`src/rtl/aether_cmd_sequencer.sv`:
```
// Command queue and issue controller for the aether_engine command port.
// Buffers host commands, issues one per cycle, and for long-running opcodes
// holds NOP until the engine interrupt rises, then issues a status-clear command.
module aether_cmd_sequencer #(
  parameter int unsigned CmdDepth      = 16,
  parameter logic [15:0] WaitMask      = 16'h0000,
  parameter logic [23:0] ClearCmd      = 24'h000000,
  parameter logic [23:0] NopCmd        = 24'h000000,
  parameter int unsigned TimeoutCycles = 65535
) (
  input  logic                            clk_i,
  input  logic                            rst_ni,
  input  logic [23:0]                     cmd_i,
  input  logic                            cmd_valid_i,
  output logic                            cmd_ready_o,
  input  logic                            flush_i,
  output logic [23:0]                     engine_cmd_o,
  input  logic                            engine_interrupt_i,
  output logic                            busy_o,
  output logic                            done_o,
  output logic                            timeout_o,
  output logic [$clog2(CmdDepth+1)-1:0]   fifo_count_o
);

  localparam int unsigned AddrW = $clog2(CmdDepth);
  localparam int unsigned CntW  = $clog2(CmdDepth + 1);
  localparam int unsigned TmrW  = (TimeoutCycles > 1) ? $clog2(TimeoutCycles) : 1;

  typedef enum logic [1:0] {
    IDLE     = 2'd0,
    WAIT_IRQ = 2'd1,
    CLEAR    = 2'd2
  } state_t;

  state_t            state_q, state_d;
  logic [23:0]       cmd_q, cmd_d;
  logic [TmrW-1:0]   timer_q, timer_d;
  logic              timeout_q, timeout_d;
  logic              busy_q, busy_d;
  logic              done_q, done_d;
  logic              irq_q;

  logic [23:0]       mem [CmdDepth];
  logic [AddrW-1:0]  rd_ptr_q, wr_ptr_q;
  logic [CntW-1:0]   count_q, count_d;

  logic              empty, full, push, pop, drain, irq_rise;
  logic [23:0]       head;

  assign empty    = (count_q == '0);
  assign full     = (count_q == CntW'(CmdDepth));
  assign head     = mem[rd_ptr_q];
  assign irq_rise = engine_interrupt_i & ~irq_q;

  assign cmd_ready_o  = ~full & ~flush_i;
  assign push         = cmd_valid_i & cmd_ready_o;
  assign engine_cmd_o = cmd_q;
  assign busy_o       = busy_q;
  assign done_o       = done_q;
  assign timeout_o    = timeout_q;
  assign fifo_count_o = count_q;

  // Next-state, issue command, watchdog and queue-control decode
  always_comb begin
    state_d   = state_q;
    cmd_d     = NopCmd;
    timer_d   = timer_q;
    timeout_d = timeout_q;
    pop       = 1'b0;
    drain     = 1'b0;
    if (flush_i) begin
      state_d   = IDLE;
      timeout_d = 1'b0;
      drain     = 1'b1;
    end else begin
      case (state_q)
        IDLE: begin
          if (!empty) begin
            pop   = 1'b1;
            cmd_d = head;
            if (WaitMask[head[23:20]]) begin
              state_d = WAIT_IRQ;
              timer_d = '0;
            end
          end
        end
        WAIT_IRQ: begin
          timer_d = timer_q + TmrW'(1);
          if (irq_rise) begin
            state_d = CLEAR;
          end else if (timer_q == TmrW'(TimeoutCycles - 1)) begin
            state_d   = IDLE;
            timeout_d = 1'b1;
            drain     = 1'b1;
          end
        end
        CLEAR: begin
          cmd_d   = ClearCmd;
          state_d = IDLE;
        end
        default: state_d = IDLE;
      endcase
    end
  end

  // Queue occupancy and busy/done derivation from next-cycle state
  always_comb begin
    count_d = count_q;
    if (drain) begin
      count_d = '0;
    end else if (push && !pop) begin
      count_d = count_q + CntW'(1);
    end else if (!push && pop) begin
      count_d = count_q - CntW'(1);
    end
    busy_d = (count_d != '0) | (state_d != IDLE);
    done_d = busy_q & ~busy_d;
  end

  // FSM state register
  always_ff @(posedge clk_i or negedge rst_ni) begin
    if (!rst_ni) begin
      state_q <= IDLE;
    end else begin
      state_q <= state_d;
    end
  end

  // Registered outputs, watchdog timer and interrupt history
  always_ff @(posedge clk_i or negedge rst_ni) begin
    if (!rst_ni) begin
      cmd_q     <= NopCmd;
      timer_q   <= '0;
      timeout_q <= 1'b0;
      busy_q    <= 1'b0;
      done_q    <= 1'b0;
      irq_q     <= 1'b0;
    end else begin
      cmd_q     <= cmd_d;
      timer_q   <= timer_d;
      timeout_q <= timeout_d;
      busy_q    <= busy_d;
      done_q    <= done_d;
      irq_q     <= engine_interrupt_i;
    end
  end

  // FIFO pointers and count; a drain drops any same-cycle push
  always_ff @(posedge clk_i or negedge rst_ni) begin
    if (!rst_ni) begin
      rd_ptr_q <= '0;
      wr_ptr_q <= '0;
      count_q  <= '0;
    end else begin
      count_q <= count_d;
      if (drain) begin
        rd_ptr_q <= '0;
        wr_ptr_q <= '0;
      end else begin
        if (pop)  rd_ptr_q <= rd_ptr_q + AddrW'(1);
        if (push) wr_ptr_q <= wr_ptr_q + AddrW'(1);
      end
    end
  end

  // FIFO storage, no reset needed
  always_ff @(posedge clk_i) begin
    if (push && !drain) begin
      mem[wr_ptr_q] <= cmd_i;
    end
  end

endmodule

```
`config.mk`:
```
export PLATFORM = sky130hd
export DESIGN_NAME = aether_cmd_sequencer
export DESIGN_NICKNAME = d
export VERILOG_FILES = /design/src/rtl/aether_cmd_sequencer.sv
export SDC_FILE = /design/constraint.sdc
export NUM_CORES = 1
export LEC_CHECK = 0
export ABC_AREA = 1
export ABC_CLOCK_PERIOD_IN_PS = 3290
export CORE_UTILIZATION = 40
export DETAILED_ROUTE_END_ITERATION = 10
export PLACE_DENSITY_LB_ADDON = 0.2
export SYNTH_ARGS = -nofsm -noshare
export SYNTH_HDL_FRONTEND = slang
export SYNTH_SLANG_ARGS = --single-unit
```
`constraint.sdc`:
```
create_clock -name clk_i -period 3.29 [get_ports clk_i]
set_input_delay 0.4935 -clock clk_i [delete_from_list [all_inputs] [get_ports clk_i]]
set_output_delay 0.4935 -clock clk_i [all_outputs]
set_load 0.05 [all_outputs]
```
Run 1, placement view:
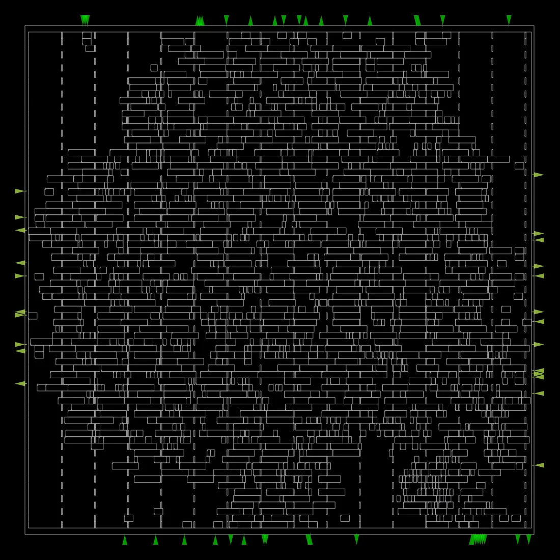
sequential share of cell area: 62.6%
number of standard cells in the final layout excluding fillers: 1,994
Taps Inserted: 585
Final Util: 48.0%
Filler Cells Inserted: 3,884

Run 1, signal wires by layer:
(2 px per µm) Only two layers are drawn.
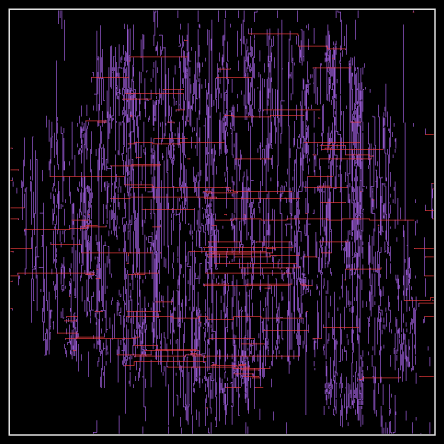
purple -> met2  # wire length 19,600 µm
red -> met3  # wire length 2,340 µm

Run 1, close-up of the layout:
Window x 91 to 121, y 91 to 121 µm. Cells in gray, sequential cells in the stronger gray; small squares are vias.
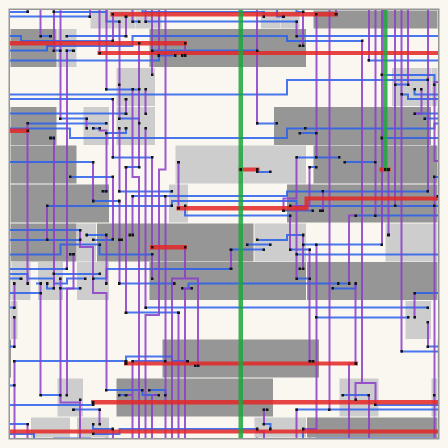
purple -> met2
blue -> met1
green -> met4
red -> met3
cells with their middle in the window = 29
netlist names of flops here include = mem (11)
most frequent = edfxtp_1 (11), o21ai_0 (4)
sequential cells in the window = 11

==> run 1: power by group <==
part | internal (mW) | leakage, nW | switching [mW]
Combinational | 0.867 | 1.93 | 1.86
Sequential | 6.29 | 4.25 | 0.120
Clock | 3.31 | 0.782 | 2.15
Total | 10.5 | 6.95 | 4.13
==> run 1: cell usage after synthesis, types with 13 or more instances <==
cell type  number  area, µm²
buf_4          13       97.6
edfxtp_1      384      11500
o21ai_1        13       65.1
o211ai_1       88        661
a21oi_1        30        150
mux2i_1        44        440
o21ai_0       144        721
dfrtp_1        59       1480
nand2_1        55        206
nand3_1        14       70.1
clkbuf_1       39        146
nor2_1        228        856
o22ai_1        44        275
inv_1          31        116
buf_2          13       65.1
==> run 1: metal layers <==
metal	vias to the layer above	GRT usage (%)	share of wire, %
li1	4927	-	-
met1	5308	27.5	46
met2	284	30.3	46
met3	66	3.32	5.5
met4	0	5.75	2.4
met5	-	0	0
==> run 1: registers in the layout, summed over array words and instances, names as in the netlist <==
signal	flops
irq_q	1
state_q	2
rd_ptr_q	4
busy_o	1
timer_q	16
wr_ptr_q	4
timeout_o	1
engine_cmd_o	24
done_o	1
fifo_count_o	5
mem	384
==> run 1: worst max-delay path, delay by kind of cell, from the launching register on <==
kind	cells	cell delay, ns
adder cells (fa/ha/maj)	1	0.30
buffers and inverters	3	0.95
flip-flops	1	0.40
AND/OR/NAND/NOR	2	0.19
==> run 1: final timing paths <==
path	slack [ns]	startpoint	endpoint	cells after the start
max in group asynchronous	2.56	rst_ni	rd_ptr_q[0]	1
min	0.05	rst_ni	timer_q[3]	1
max	0.39	fifo_count_o[0]	cmd_ready_o	6
min reg2reg	0.48	timer_q[3]	timer_q[3]	1
max reg2reg	0.59	fifo_count_o[0]	mem[12][8]	10
min in group clk_i	0.42	engine_interrupt_i	irq_q	1
==> out/metrics.cfg, run 1 <==
[timing]
number_of_pins_exceeding_their_max_slew_limit_in_the_final_report=0
fmax_mhz=345
layout_min_cycle_time_ns=2.90
setup_repair_after_global_routing_missed_its_margin=no
post-route-worst-setup-slack_ns=0.391
hold_viol=0
worst_pin_slew_ns=1.05
clock_skew_ns=0.0147
hold_slack_ns=0.0481
setup_tns_ns=0
slew-limit-headroom_pct=29.8

[hold_path]
hold_path.class=input pin to asynchronous set/reset pin

[cells_and_area]
layout.comb_gates.multi_input=731
clock_buffer_instance_count_of_the_final_layout=63
post_route_cells_drive_above_1_share_pct=12.5
area.sequential_um2=13000
clock_area_share_pct=7.75
non_clock_buffer_count=107
logic_area_um2=4220
combAreaFraction_pct=20.3
layout.non_clock_inverters=41
layout.nonclk_buf_share_pct=5.06
area_growth_syn_to_layout_pct=17.7
n_antenna_cell=0

[setup_path]
critical_path.max_fanout=5
crit_path_max_incr_delay_ns=0.79
crit_required_ns=2.80
critPathLaunchType=flip-flop
worst-endpoint-arrival_ns=2.41
cp-end-kind=output pin
setup.worst_path.class=flip-flop to output pin
max_stage_delay_cell_worst_path=clkdlybuf4s50_1
most_common_cell_on_crit_path=inv_1

[global_routing]
grt_start_max_net_pins=195
grt_pass1_vias=10300
grt_remaining_overflow=0
total_grt_usage_pct=19.3
global_route_wire_length_before_repair_mm=64.1
antenna_found_initial=0

[drt]
number_of_remaining_drc_errors=0
wl_per_cell_um=21.2
detailroute.via_count=10600
vias_per_cell=5.31
count_of_nets_left_with_antenna_violations_after_detail_routing=0
drt_iter0_drc=952

[synthesis]
simple_gate_area_share_pct=8.37
ys_area_um2=17700
avg_inst_size_synth_um2=13.7
ys_top_logic_family=AND-OR/OR-AND gates
synth.ff_latch_count=443
synth.cellmix.xorXnorShare_pct=0.991
synth_cell_types=38
yosys_warnings=0
enable_flop_cells=384
aoi_share_pct=10.8
ys.flop_type=edfxtp_1
synth.mux.area_fraction_pct=2.49
synth.cellmix.adderShare_pct=0.637
postSynth.asyncResetShare_pct=13.3
synth_sequential_area_ratio_pct=73.6
synth-cells-yosys=1291

[clock_network]
library_cell_used_as_clock_root_buffer=clkbuf_16
ctsLongestPathBuffers=3
clock.latency.late_pin_ns=0.57
cts_hold_buffers=0
post_cts.resized_instances=0
tritoncts=done
clk_pin_slew_worst_paths_ns=0.06

[placed_design]
detailed_place_hpwl_mm=23.8
io_buffer_count=61
globalplace.congestion=0.758
place.detailed.instances=1907

[floorplan]
ios=62
area_enclosed_by_the_die_boundary_um2=45000
num_rows=76
core_area_um2=43400

[status]
status=complete, no violations

[job]
timing.max_cap.violations=0

[power]
p_per_area_nw_per_um2=702
design_power_total_mw=14.6
vdd_drop_max_uv=372

## Run 2: what changed since run 1
--- a/config.mk
+++ b/config.mk
@@ -10,6 +10,7 @@
 export CORE_UTILIZATION = 40
 export DETAILED_ROUTE_END_ITERATION = 10
 export PLACE_DENSITY_LB_ADDON = 0.2
+export SLEW_MARGIN = 20
 export SYNTH_ARGS = -nofsm -noshare
 export SYNTH_HDL_FRONTEND = slang
 export SYNTH_SLANG_ARGS = --single-unit
Run 2, close-up of the layout:
Window x 91 to 121, y 91 to 121 µm. Cells in gray, sequential cells in the stronger gray; small squares are vias.
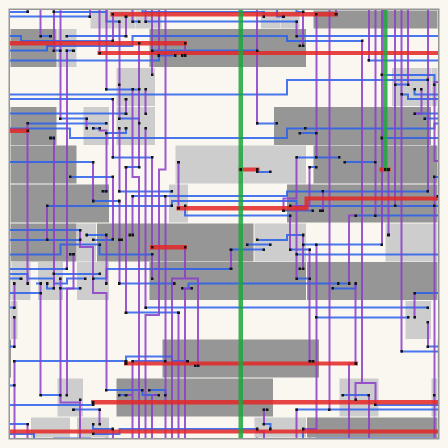
purple -> met2
blue -> met1
red -> met3
green -> met4
cells with their middle in the window = 29
most frequent = edfxtp_1 (11), o21ai_0 (4)
sequential cells in the window = 11
netlist names of flops here include = mem (11)

Run 2, placement view:
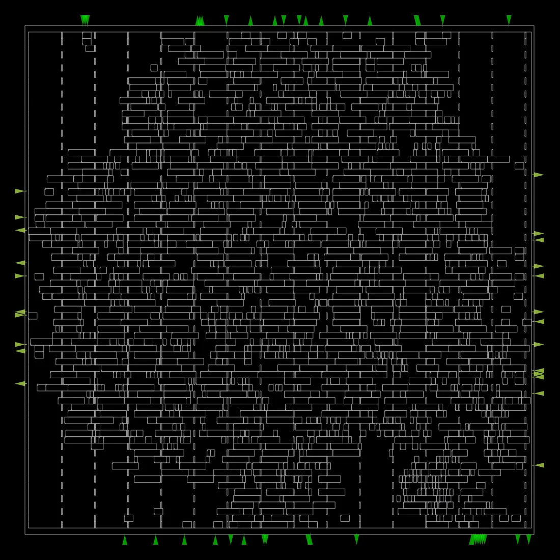
sequential cells: 443
Placement Rows: 76
Placeable Area: 43,400 µm²

==> run 2 against run 1 <==
  * Power unchanged
  * Largest power group unchanged
  * Critical path depth stayed put
  * Die area unchanged
  * Clock-buffer cell count did not move
  * Synthesized cell count did not move
  * Worst setup slack unchanged
  * Critical path type unchanged
==> out/metrics.cfg, run 2 <==
[power]
p_sw_share_pct=28.3  ; unchanged
comb_cell_power_mw=2.73  ; about the same
p_per_area_nw_per_um2=702  ; unchanged
internal-power_mw=10.5  ; unchanged
p_clk_share_pct=37.4  ; about the same
power.net_switching_mw=4.13  ; unchanged
pwr.group.clock_mw=5.46  ; about the same
sequential_logic_power_mw=6.41  ; about the same
power_top_consumer=sequential cells
power.static_leakage_nw=6.95
power.sequential.fraction_pct=43.9  ; about the same
vdd_drop_max_uv=372  ; unchanged
power.combinational.fraction_pct=18.7  ; about the same

[cells_and_area]
register_ranked_first_by_flip_flop_count=mem
nets=1409
layout.non_clock_inverters=41  ; unchanged
postLayoutCoreUtil_pct=48.0  ; unchanged
clock_area_share_pct=7.75  ; unchanged
clock_buffer_instance_count_of_the_final_layout=63  ; unchanged
non_clock_buffer_count=107  ; unchanged
layout.comb_gates.multi_input=731  ; unchanged
largest_register_ffs=384  ; unchanged
layout.nonclk_buf_share_pct=5.06  ; unchanged
area.sequential_um2=13000  ; unchanged
n_antenna_cell=0  ; unchanged
area.share.sequential_pct=62.6  ; unchanged
layout.cells.most_common_list=edfxtp_1, nor2_1, o21ai_0
area_growth_syn_to_layout_pct=17.7  ; unchanged
post_route_cells_drive_above_1_share_pct=12.5  ; unchanged
logic_area_um2=4220  ; unchanged
combAreaFraction_pct=20.3  ; unchanged
num-fill-cells=3884  ; unchanged

[synthesis]
postSynth.asyncResetShare_pct=13.3  ; unchanged
enable_flop_cells=384  ; unchanged
netlist.top_cell.by_area=edfxtp_1
synth-cells-yosys=1291  ; unchanged
yosys.area.top_type_share_pct=65.3  ; unchanged
ys.flop_type=edfxtp_1
synth_cell_types=38  ; unchanged
yosys_warnings=0  ; unchanged
synth.ff_latch_count=443  ; unchanged
top_count_cell_post_synth=edfxtp_1
avg_inst_size_synth_um2=13.7  ; unchanged
synth_sequential_area_ratio_pct=73.6  ; unchanged
ys_area_um2=17700  ; unchanged
ys_top_cells_by_area=edfxtp_1, dfrtp_1, nor2_1
netlist_top_cells_count=edfxtp_1, nor2_1, o21ai_0

[clock_network]
library_cell_used_as_clock_root_buffer=clkbuf_16
clk_pin_slew_worst_paths_ns=0.06  ; about the same
tritoncts=done
clock.latency.late_pin_ns=0.57  ; about the same
post_cts.resized_instances=0  ; unchanged
cts_hold_buffers=0  ; unchanged
ctsLongestPathBuffers=3  ; unchanged
post-cts-setup-buffer-count=0

[drt]
detailroute.via_count=10600  ; unchanged
first_pass_iters=5
wl_per_cell_um=21.2  ; unchanged
number_of_remaining_drc_errors=0  ; unchanged
vias_per_cell=5.31  ; unchanged
drt_iter0_drc=952  ; unchanged
count_of_nets_left_with_antenna_violations_after_detail_routing=0  ; unchanged

[job]
timing.max_cap.violations=0  ; unchanged

[timing]
clock_skew_ns=0.0147  ; unchanged
setup_repair_after_global_routing_missed_its_margin=no
slew-limit-headroom_pct=29.8  ; unchanged
finalCritPeriodShare_pct=88.1
worst_pin_slew_ns=1.05  ; unchanged
post-route-worst-setup-slack_ns=0.391  ; unchanged
number_of_pins_exceeding_their_max_slew_limit_in_the_final_report=0  ; unchanged
hold_viol=0  ; unchanged
setup_violations=0
setup_tns_ns=0  ; unchanged
layout_min_cycle_time_ns=2.90  ; unchanged
fmax_mhz=345  ; unchanged

[global_routing]
grt_remaining_overflow=0  ; unchanged
grt_pass1_vias=10300  ; unchanged
antenna_found_initial=0  ; unchanged
global_route_wire_length_before_repair_mm=64.1  ; unchanged
total_grt_usage_pct=19.3  ; unchanged
grt_start_max_net_pins=195  ; unchanged

[setup_path]
critPathLaunchType=flip-flop
critical_path.max_fanout=5  ; unchanged
setup.worst_path.class=flip-flop to output pin
worst-endpoint-arrival_ns=2.41  ; about the same
cp-end-kind=output pin
crit_required_ns=2.80  ; about the same

[floorplan]
ios=62  ; unchanged
taps=585  ; unchanged
floorplan.die.height_um=212
area_enclosed_by_the_die_boundary_um2=45000  ; unchanged

[hold_path]
hold_path.class=input pin to asynchronous set/reset pin

[status]
status=complete, no violations

[placed_design]
globalplace.congestion=0.758  ; unchanged
preCtsSetupSlack_ns=0.385
io_buffer_count=61  ; unchanged
detailed_place_hpwl_mm=23.8  ; unchanged

[run 2: cell counts after synthesis]
No cell type changed its count.
[run 2: final timing paths]
path / slack (ns) / startpoint / depth (start not counted) / to
hold / removal: 0.05 / rst_ni / 1 / timer_q[3]
max in group asynchronous: 2.56 / rst_ni / 1 / rd_ptr_q[0]
setup reg to reg: 0.59 / fifo_count_o[0] / 10 / mem[12][8]
setup / recovery: 0.39 / fifo_count_o[0] / 6 / cmd_ready_o
hold reg to reg: 0.48 / timer_q[3] / 1 / timer_q[3]
min in group clk_i: 0.42 / engine_interrupt_i / 1 / irq_q
[run 2: kinds of logic (layout without fill, tap and decap cells)]
| group | count (synthesis) | count (layout) | synth area share (%) |
|---|---|---|---|
| mux | 44 | 44 | 2.49 |
| xor+xnor | 20 | 20 | 0.991 |
| simple gates | 335 | 335 | 8.37 |
| fa+ha+maj | 9 | 9 | 0.637 |
| buf+inv | 117 | 235 | 3.11 |
| compound gates | 323 | 323 | 10.8 |
| flops | 443 | 443 | 73.6 |
[run 2: metal layers]
layer  part of all wire (%)  up-vias  track usage, %
li1                       -     4927               -
met1                     46     5308            27.5
met2                     46      284            30.3
met3                    5.5       66            3.32
met4                    2.4        0            5.75
met5                      0        -               0
[run 2: stage by stage]
stage / std cells / hold WS (ns) / area (µm²) / total power, mW
global placement: 1907 / 0.462 / 19200 / 9.27
global route: 1994 / 0.126 / 20800 / 15.2
finish: 1994 / 0.0481 / 20800 / 14.6
floorplan: 1291 / 0.198 / 17700 / 8.39
CTS: 1994 / 0.0777 / 20800 / 14.8
detailed placement: 1907 / 0.460 / 19200 / 9.27
[run 2: worst max-delay path: stages, from the launching register on]
cell             delay [ns]
dfrtp_1                0.40
inv_1                  0.11
ha_1                   0.30
nand3_2                0.13
nand2_1                0.06
inv_1                  0.05
clkdlybuf4s50_1        0.79
## Run 3: what changed since run 2
--- a/config.mk
+++ b/config.mk
@@ -6,7 +6,6 @@
 export NUM_CORES = 1
 export LEC_CHECK = 0
 export ABC_AREA = 1
-export ABC_CLOCK_PERIOD_IN_PS = 3290
 export CORE_UTILIZATION = 40
 export DETAILED_ROUTE_END_ITERATION = 10
 export PLACE_DENSITY_LB_ADDON = 0.2
Run 3, close-up of the layout:
Window x 91 to 121, y 91 to 121 µm. Cells in gray, sequential cells in the stronger gray; small squares are vias.
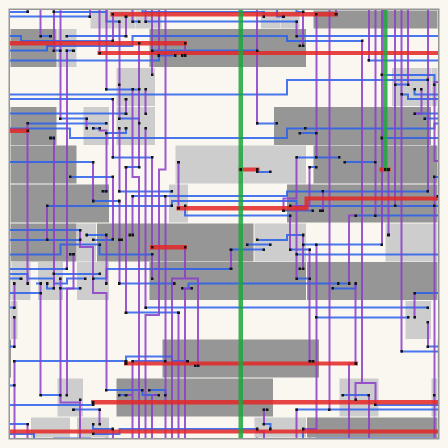
red -> met3
purple -> met2
blue -> met1
green -> met4
cells with their middle in the window = 29
netlist names of flops here include = mem (11)
sequential cells in the window = 11
most frequent = edfxtp_1 (11), o21ai_0 (4)

Run 3, gate-type map:
(2 px per µm)
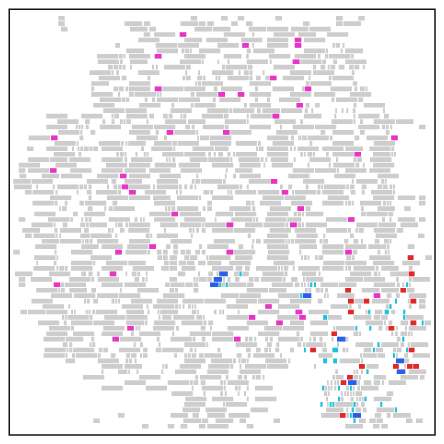
cyan -> inverters  # cells 41, most used inv_1, where lower right
magenta -> multiplexers  # cells 44, most used mux2i_1
blue -> adder and majority cells  # cells 9, most used ha_1
red -> XOR/XNOR gates  # cells 20, where lower right

==> run 3 against run 2 <==
  * Hold slack unchanged
  * First-iteration DRC count unchanged
  * Largest power group unchanged
  * Critical path depth unchanged
  * Combinational power about the same
  * Fmax unchanged
  * Clock power about the same
  * Clock skew unchanged
  * Register-to-register slack about the same
==> out/metrics.cfg, run 3 <==
[hold_path]
hold_path.class=input pin to asynchronous set/reset pin

[power]
internal-power_mw=10.5  ; unchanged
p_per_area_nw_per_um2=702  ; unchanged
power.combinational.fraction_pct=18.7  ; about the same
p_clk_share_pct=37.4  ; about the same
power.static_leakage_nw=6.95  ; unchanged
p_sw_share_pct=28.3  ; unchanged
power.net_switching_mw=4.13  ; unchanged
vdd_drop_max_uv=372  ; unchanged
design_power_total_mw=14.6  ; unchanged
power.sequential.fraction_pct=43.9  ; about the same

[setup_path]
critical_path.max_fanout=5  ; unchanged
timing.rr.start=fifo_count_o[0]
crit_required_ns=2.80  ; about the same
setup.worst_path.class=flip-flop to output pin
cp-end-kind=output pin
rr_worst_depth=10  ; unchanged
worst-endpoint-arrival_ns=2.41  ; about the same
cp-startpoint=fifo_count_o[0]
crit-reg2reg-capture=mem[12][8]
critPathLaunchType=flip-flop
setup.reg_to_reg.worst_slack_ns=0.59  ; about the same

[clock_network]
clk_pin_slew_worst_paths_ns=0.06  ; about the same
clock.latency.late_pin_ns=0.57  ; about the same
post-cts-setup-buffer-count=0  ; unchanged
cts_hold_buffers=0  ; unchanged
ctsLongestPathBuffers=3  ; unchanged
post_cts.resized_instances=0  ; unchanged
cts.htree.levels=2
tritoncts=done
library_cell_used_as_clock_root_buffer=clkbuf_16
clkSinkCount=443
cts-buffers-inserted=47

[timing]
hold_slack_ns=0.0481  ; unchanged
setup_tns_ns=0  ; unchanged
setup_repair_after_global_routing_missed_its_margin=no
setup_violations=0  ; unchanged
finalCritPeriodShare_pct=88.1  ; unchanged
clock_skew_ns=0.0147  ; unchanged
post-route-worst-setup-slack_ns=0.391  ; unchanged
worst_pin_slew_ns=1.05  ; unchanged
layout_min_cycle_time_ns=2.90  ; unchanged
fmax_mhz=345  ; unchanged
number_of_pins_exceeding_their_max_slew_limit_in_the_final_report=0  ; unchanged
slew-limit-headroom_pct=29.8  ; unchanged
hold_viol=0  ; unchanged

[cells_and_area]
post_layout_nonfiller_instances=1994  ; unchanged
dominant-cell-class=registers
clock_area_share_pct=7.75  ; unchanged
non_clock_buffer_count=107  ; unchanged
n_antenna_cell=0  ; unchanged
sequential_cell_total=443  ; unchanged
layout.cells.most_common_list=edfxtp_1, nor2_1, o21ai_0
nets=1409  ; unchanged
clock_buffer_instance_count_of_the_final_layout=63  ; unchanged
highest_count_logic_cell_in_the_final_layout=edfxtp_1
final_design_area_no_fill_um2=20800  ; unchanged
area.share.sequential_pct=62.6  ; unchanged
logic_area_um2=4220  ; unchanged
combAreaFraction_pct=20.3  ; unchanged
largest_register_ffs=384  ; unchanged
layout.nonclk_buf_share_pct=5.06  ; unchanged
register_ranked_first_by_flip_flop_count=mem
postLayoutCoreUtil_pct=48.0  ; unchanged
area_growth_syn_to_layout_pct=17.7  ; unchanged
layout.comb_gates.multi_input=731  ; unchanged
layout.non_clock_inverters=41  ; unchanged
post_route_cells_drive_above_1_share_pct=12.5  ; unchanged
num-fill-cells=3884  ; unchanged
area.sequential_um2=13000  ; unchanged

[synthesis]
top_count_cell_post_synth=edfxtp_1
ys.flop_type=edfxtp_1
synth-cells-yosys=1291  ; unchanged
yosys.area.top_type_share_pct=65.3  ; unchanged
postSynth.asyncResetShare_pct=13.3  ; unchanged
avg_inst_size_synth_um2=13.7  ; unchanged
syn-cell-area_um2=17700
post_synth_inst_count=1291
ys_area_um2=17700  ; unchanged
enable_flop_cells=384  ; unchanged
synth_cell_types=38  ; unchanged
synth_sequential_area_ratio_pct=73.6  ; unchanged
netlist.top_cell.by_area=edfxtp_1
synth.net_count=1329
netlist_top_cells_count=edfxtp_1, nor2_1, o21ai_0
yosys_warnings=0  ; unchanged
synth.ff_latch_count=443  ; unchanged
ys_top_cells_by_area=edfxtp_1, dfrtp_1, nor2_1

[placed_design]
preCtsSetupSlack_ns=0.385  ; unchanged
place.detailed.instances=1907  ; unchanged
detailed_place.area_um2=19200  ; unchanged
io_buffer_count=61  ; unchanged
globalplace.congestion=0.758  ; unchanged
detailed_place_hpwl_mm=23.8  ; unchanged

[floorplan]
core_area_um2=43400  ; unchanged
area_enclosed_by_the_die_boundary_um2=45000  ; unchanged
num_rows=76  ; unchanged
chipWidth_um=212
ios=62  ; unchanged
floorplan.die.height_um=212  ; unchanged
taps=585  ; unchanged
fp-utilization_pct=40.8

[global_routing]
antenna_found_initial=0  ; unchanged
total_grt_usage_pct=19.3  ; unchanged
grt_pass1_vias=10300  ; unchanged
global_route_wire_length_before_repair_mm=64.1  ; unchanged
grt_remaining_overflow=0  ; unchanged
grt_start_max_net_pins=195  ; unchanged

[drt]
totalWireLength_mm=42.3
count_of_nets_left_with_antenna_violations_after_detail_routing=0  ; unchanged
first_pass_iters=5  ; unchanged
detailroute.via_count=10600  ; unchanged
vias_per_cell=5.31  ; unchanged
number_of_remaining_drc_errors=0  ; unchanged
wl_per_cell_um=21.2  ; unchanged
drt_iter0_drc=952  ; unchanged

[job]
timing.max_cap.violations=0  ; unchanged
tool_warnings=34

[status]
status=complete, no violations

==> run 3: cell counts after synthesis <==
Identical to the previous run, type by type.
==> run 3: how the worst max path moves through the flow <==
stage | endpoint | slack (ns) | depth (start not counted)
final | cmd_ready_o | 0.39 | 6
after global routing | cmd_ready_o | 0.24 | 6
after CTS | cmd_ready_o | 0.34 | 6
after detailed placement | mem[12][23] | 0.38 | 9
after global placement | mem[12][9] | 0.41 | 9
after floorplan | mem[11][0] | -0.41 | 7
==> run 3: cells by family (layout without fill, tap and decap cells) <==
kind of cell | after synthesis | count (layout) | synth area share [%]
adders and majority gates | 9 | 9 | 0.637
and+or+nand+nor | 335 | 335 | 8.37
DFF | 443 | 443 | 73.6
AOI/OAI and AO/OA | 323 | 323 | 10.8
xor gates and xnor gates | 20 | 20 | 0.991
muxes | 44 | 44 | 2.49
buffers and inverters | 117 | 235 | 3.11
==> run 3: worst max-delay path, cell delays in order, from the launching register on <==
cell and delay [ns]:
dfrtp_1 0.40, inv_1 0.11, ha_1 0.30, nand3_2 0.13, nand2_1 0.06, inv_1 0.05, clkdlybuf4s50_1 0.79
==> run 3: layer usage <==
layer	global-route usage (%)	routed length [µm]	vias up	share of wire (%)
met5	0	0	-	0
met4	5.75	995	0	2.4
met3	3.32	2340	66	5.5
met2	30.3	19600	284	46
met1	27.5	19300	5308	46
li1	-	-	4927	-
==> run 3: power by group through the flow <==
stage,registers [mW],logic (mW),clock network (mW)
6_report,6.41,2.73,5.46
5_1_grt,6.43,2.98,5.79
4_1_cts,6.42,2.76,5.58
3_5_place_dp,6.53,2.74,0
3_3_place_gp,6.53,2.74,0
2_1_floorplan,6.88,1.50,0
Power and IR drop assume default switching activity.
